==> config.mk <==
export PLATFORM = sky130hd
export DESIGN_NAME = bcd_countdown_timer
export DESIGN_NICKNAME = d
export VERILOG_FILES = /design/src/rtl/bcd_countdown_timer.sv
export SDC_FILE = /design/constraint.sdc
export NUM_CORES = 1
export LEC_CHECK = 0
export CAP_MARGIN = 10
export CELL_PAD_IN_SITES_DETAIL_PLACEMENT = 1
export CELL_PAD_IN_SITES_GLOBAL_PLACEMENT = 1
export CORE_MARGIN = 10
export CORE_UTILIZATION = 46
export CTS_CLUSTER_SIZE = 40
export DETAILED_ROUTE_END_ITERATION = 12
export GPL_TIMING_DRIVEN = 0
export PLACE_DENSITY_LB_ADDON = 0.1
export SLEW_MARGIN = 40
export SYNTH_ARGS = -nofsm -noshare
export SYNTH_HDL_FRONTEND = slang
export SYNTH_SLANG_ARGS = --single-unit
==> constraint.sdc <==
create_clock -name clk -period 7.28 [get_ports clk]
set_clock_uncertainty 0.2 [all_clocks]
set_input_delay 1.456 -clock clk [delete_from_list [all_inputs] [get_ports clk]]
set_output_delay 1.456 -clock clk [all_outputs]
set_load 0.01 [all_outputs]
Fig. 1: run 1, signal wires on met3
(6 px per um) Cells faint in the background.
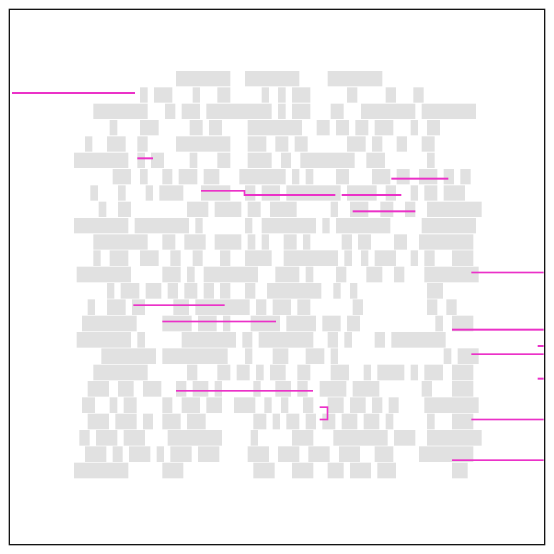
The layer carries 201 um of wire. The wires run mostly horizontal. 15 nets have wire on it.
vias after detailed routing: 1949
met3 usage: 3.464%
detailed-route wire length: 6199 um

Fig. 2: run 1, wiring heat map
(4 px per um) The die is cut into 18 by 18 equal tiles; dark blue is low, red is high, scaled to the fullest tile. Values are wire area over tile area, all layers added.
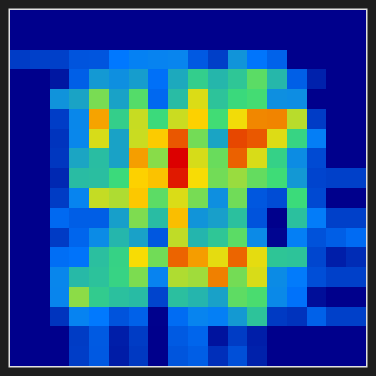
The fullest tile reaches 0.45. The mean over all tiles is 0.12. 32% of the tiles are nearly empty. 20% of the tiles are over half the peak. The densest ninth of the die: centre.
WL per Instance: 19.07 um
total global routing track utilization: 17.10%

Fig. 3: run 1, pin placement
(6 px per um) Pins as bars across the die edge, other pins in grey.
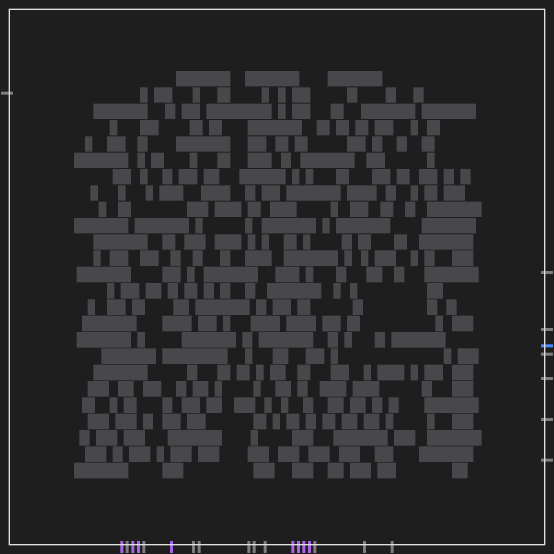
Purple shows load_value, pins 8, direction input, edge bottom. Blue shows active, pins 1, direction output, edge right.
All pins by edge: 18 bottom, 7 right, 1 left.
y dimension of the die: 88.98 um
die width: 88.98 um
count of input and output buffers: 25

==> deck_impl_summary.md, run 1 <==
Flow Results at a Glance

Finish
  • Number of fill cells in the layout: 556
  • Relative area change from synthesis to final layout: 21.38%

Synthesis
  • Count of instantiated cells in the yosys netlist: roughly 240
  • Per-instance average area after synthesis: 9.195 um^2
  • Ranking of synthesized cells by instance count: dfrtp_1, nor2_1, nand2_1
  • Number of nets in the synthesized netlist: ~260
  • Total of warnings raised by yosys: 0
  • Synthesized instance count: 238
  • Async set-reset flop share out of synthesis: 100.0%
  • Chip area in the Yosys report: 0.002188 mm^2
  • Dominant register cell: dfrtp_1
  • Post-synth EDFFs: 0

Timing
  • Final sum of negative setup slack: 0 ns
  • Max-slew violation count: 0
  • Hold Violations, Final: 0
  • Final period util: 60.47%

Routing
  • Pre-Repair DR Iteration Count: 4
  • DRC violation count after routing: 0

Power
  • Sum of internal, switching and leakage power: between 400 and 500 uW
  • Maximum resistive drop on vdd: approximately 160 uV
  • Power per standard cell area: 186.1 mW/mm^2

Min path
  • Class of the most critical hold timing path: flip-flop to flip-flop
  • Worst hold stages: 1

GRT
  • Via count of the first global-routing pass: 2062
  • Antenna violations before repair: 0

Placement
  • Placed Instances: 317

CTS
  • Clock latency of the later-clocked register in the worst-skew pair: 0.29 ns

Floorplan
  • Std-Cell Rows: 25

Run status
  • Outcome: finished clean

Setup path
  • Critical path startpoint category: flip-flop
  • Count of buffering cells on the critical path with inverters included: 1
  • Category of cells accounting for the largest share of critical-path delay: AND-OR/OR-AND gates
  • Slowest library cell on the worst path: or4_1
-- run 1: logic make-up after synthesis --
kind of cell	after synthesis	share of synthesized area [%]
adder cells (fa/ha/maj)	4	2.287
buffers and inverters	11	1.887
AND-OR/OR-AND	52	15.49
flip-flops	38	43.45
multiplexers	3	1.429
XOR/XNOR	19	7.604
AND/OR/NAND/NOR	111	27.84
-- run 1: where the power goes --
group	leakage [uW]	switching [uW]	internal, uW
combinational	0.000445	31.3	24.9
clock	0.0000683	80.9	137
sequential	0.000523	5.37	215
-- run 1: layer usage --
metal / wire length (um) / vias to the layer above / global-route usage (%)
met3: 200 / 4 / 3.464
met4: 56 / 0 / 4.046
met2: 3026 / 27 / 28.13
met5: 0 / - / 0
met1: 2916 / 968 / 22.49
li1: - / 950 / -
-- run 1: per-stage QoR --
step / setup slack [ns] / utilization, % / cell area, um^2
2_1_floorplan: 3.547 / - / 2188
3_3_place_gp: 3.047 / 53.77 / 2506
3_5_place_dp: 3.093 / 53.91 / 2512
4_1_cts: 2.746 / 56.86 / 2650
5_1_grt: 2.682 / 56.99 / 2656
6_report: 2.878 / 56.99 / 2656
-- run 1: area by class of cell --
| class | instances | area [um^2] | area share [%] |
|---|---|---|---|
| tap | 54 | 67.56 | 2.544 |
| timing repair buffer | 25 | 247.7 | 9.326 |
| inverter | 6 | 22.52 | 0.8479 |
| clock inverter | 3 | 68.82 | 2.591 |
| buffer | 5 | 18.77 | 0.7065 |
| multi-input combinational | 189 | 1211 | 45.60 |
| sequential | 38 | 950.9 | 35.80 |
| clock buffer | 5 | 68.82 | 2.591 |
-- run 1: worst reg2reg max path: cells and delay by family, from the launching register on --
kind	cells	cell delay, ns
buffers and inverters	1	0.43
DFF	1	0.44
and+or+nand+nor	5	1.73
-- run 1: placed cells by master, fill, tap and decap left out, drive strengths merged, types with 5 or more instances in the layout --
cell	count
nand2	16
clkbuf	10
xnor2	9
o21ai	10
a21oi	13
xor2	10
dfrtp	38
a31oi	7
nand4	11
clkdlybuf4s50	24
nand3	13
nor2	30
nor4	5
inv	6
nor3	8
Fig. 4: run 1, met2 routing
(6 px per um) Cells faint in the background.
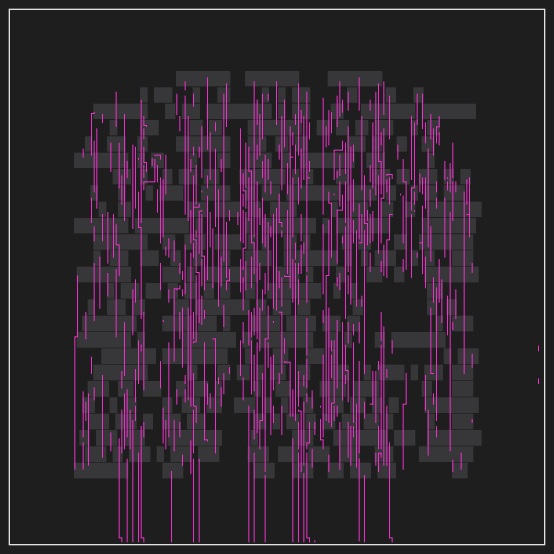

==> run 2: changes to the inputs <==
--- a/config.mk
+++ b/config.mk
@@ -9,7 +9,7 @@
 export CELL_PAD_IN_SITES_DETAIL_PLACEMENT = 1
 export CELL_PAD_IN_SITES_GLOBAL_PLACEMENT = 1
 export CORE_MARGIN = 10
-export CORE_UTILIZATION = 46
+export CORE_UTILIZATION = 42
 export CTS_CLUSTER_SIZE = 40
 export DETAILED_ROUTE_END_ITERATION = 12
 export GPL_TIMING_DRIVEN = 0
==> constraint.sdc (replaced) <==
create_clock -name clk -period 4.1 [get_ports clk]
set_clock_uncertainty 0.2 [all_clocks]
set_input_delay 0.82 -clock clk [delete_from_list [all_inputs] [get_ports clk]]
set_output_delay 0.82 -clock clk [all_outputs]
set_load 0.01 [all_outputs]
Fig. 5: run 2, met2 routing
(4 px per um) Cells faint in the background.
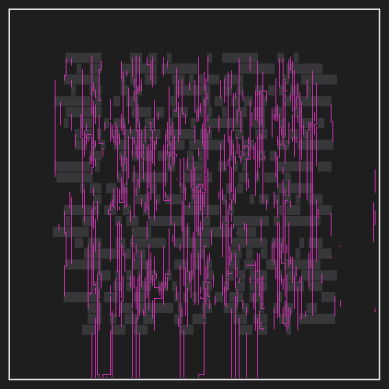
The longest straight run is 61.2 um. 244 nets have wire on it. The layer holds 49% of the routed length.
vias after detailed routing: 1951
grt met2 use: 22.76%
detailed-route wire length: 6052 um

Fig. 6: run 2, signal wires on met3
(4 px per um) Cells faint in the background.
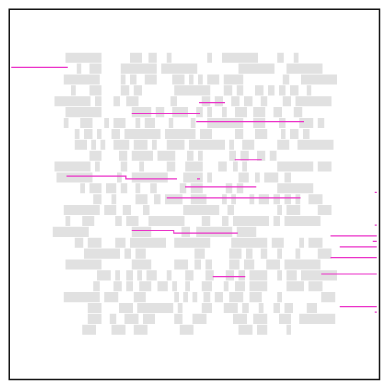
The layer holds 4.0% of the routed length. The longest straight run is 33.1 um.
met3 usage: 3.749%

==> deck_impl_summary.md, run 2 <==
Flow Results at a Glance

Synthesis
  • Async set-reset flop share out of synthesis: 100.0%
  • Number of nets in the synthesized netlist: 255
  • Most area-hungry cell type in the Yosys netlist: dfrtp_1
  • Ranking of synthesized cells by instance count: dfrtp_1, nor2_1, nand2_1
  • Total of warnings raised by yosys: 0
  • Post-synth EDFFs: 0
  • Synthesized instance count: between 200 and 250
  • Per-instance average area after synthesis: 9.195 um^2
  • Dominant register cell: dfrtp_1

Min path
  • Class of the most critical hold timing path: input port to async pin

Routing
  • Pre-Repair DR Iteration Count: 4
  • DRC violation count after routing: 0
  • WL per Instance: between 15 and 20 um

Placement
  • Placed Instances: roughly 330
  • Worst setup slack before clock tree synthesis: 0.5920 ns
  • Count of input and output buffers: 25

Setup path
  • Critical path startpoint category: flip-flop

Power
  • Power per standard cell area: 287.0 mW/mm^2
  • Sum of internal, switching and leakage power: around 760 uW

CTS
  • Clock latency of the later-clocked register in the worst-skew pair: 0.29 ns
  • Post-CTS sizing: 0

Timing
  • Max-slew violation count: 0
  • Final sum of negative setup slack: 0 ns
  • Final period util: between 90 and 100%
  • Minimum setup slack in the final design: a little over 0.3 ns
  • Hold Violations, Final: 0

Finish
  • Leading cell types in the layout, fill and taps excluded: dfrtp_1, nor2_1, clkdlybuf4s50_1
  • Most instantiated logic cell after routing: dfrtp_1

GRT
  • Via count of the first global-routing pass: 1916
  • Antenna violations before repair: 0

Run status
  • Outcome: finished clean

Floorplan
  • Std-Cell Rows: 26
Fig. 7: run 2, pin placement
(4 px per um) Pins as bars across the die edge, other pins in grey.
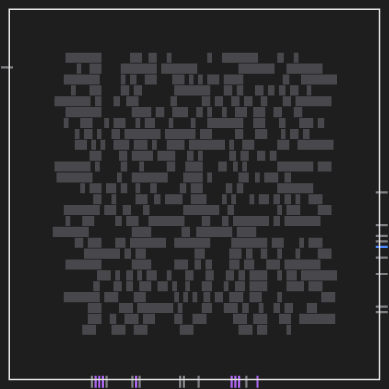
Purple shows load_value, pins 8, direction input, edge bottom. Blue shows active, pins 1, direction output, edge right.
All pins by edge: 16 bottom, 9 right, 1 left.
die width: 92.18 um
y dimension of the die: 92.18 um

## run 2: cell counts after synthesis
No cell type changed its count.
## run 2: critical path: stages (launching register included)
cell             delay (ns)
dfrtp_1                0.43
or4_1                  0.63
a2111oi_1              0.60
o311a_1                0.29
clkdlybuf4s50_1        0.54
## run 2: power breakdown
group	internal [uW]	switching, uW	leakage (uW)	total [uW]
sequential	381	9.35	0.000523	391
combinational	44.4	56.3	0.000445	101
clock	136	130	0.0000482	265
total	561	195	0.00102	757
## run 2: final cells by class
class | instances | area, um^2
repair buffers | 25 | 247.7
inverters | 6 | 22.52
clock buffers | 7 | 86.33
plain buffers | 5 | 18.77
flip-flops and latches | 38 | 950.9
clock inverters | 1 | 5.005
fillers | 623 | 2439
well taps | 70 | 87.58
multi-input cells | 189 | 1217
## run 2: cell families after synthesis
family          Yosys count  synth area share (%)
compound gates           52                 15.49
xor+xnor                 19                 7.604
fa+ha+maj                 4                 2.287
buf+inv                  11                 1.887
flops                    38                 43.45
mux                       3                 1.429
simple gates            111                 27.84
## run 2: per-stage QoR
stage,util [%],hold WS [ns],area (um^2)
3_3_place_gp,49.78,0.3339,2526
5_1_grt,51.95,0.3190,2636
6_report,51.95,0.2918,2636
4_1_cts,51.73,0.3090,2625
3_5_place_dp,49.93,0.3385,2534
2_1_floorplan,-,0.3002,2188
## run 2: metal layers
layer	up-vias	share of wire [%]	global-route usage, %
met3	6	3.9	3.749
met5	-	0	0
met1	970	46	19.50
li1	949	-	-
met4	0	0.97	3.599
met2	26	49	22.76
Power and IR drop assume default switching activity.
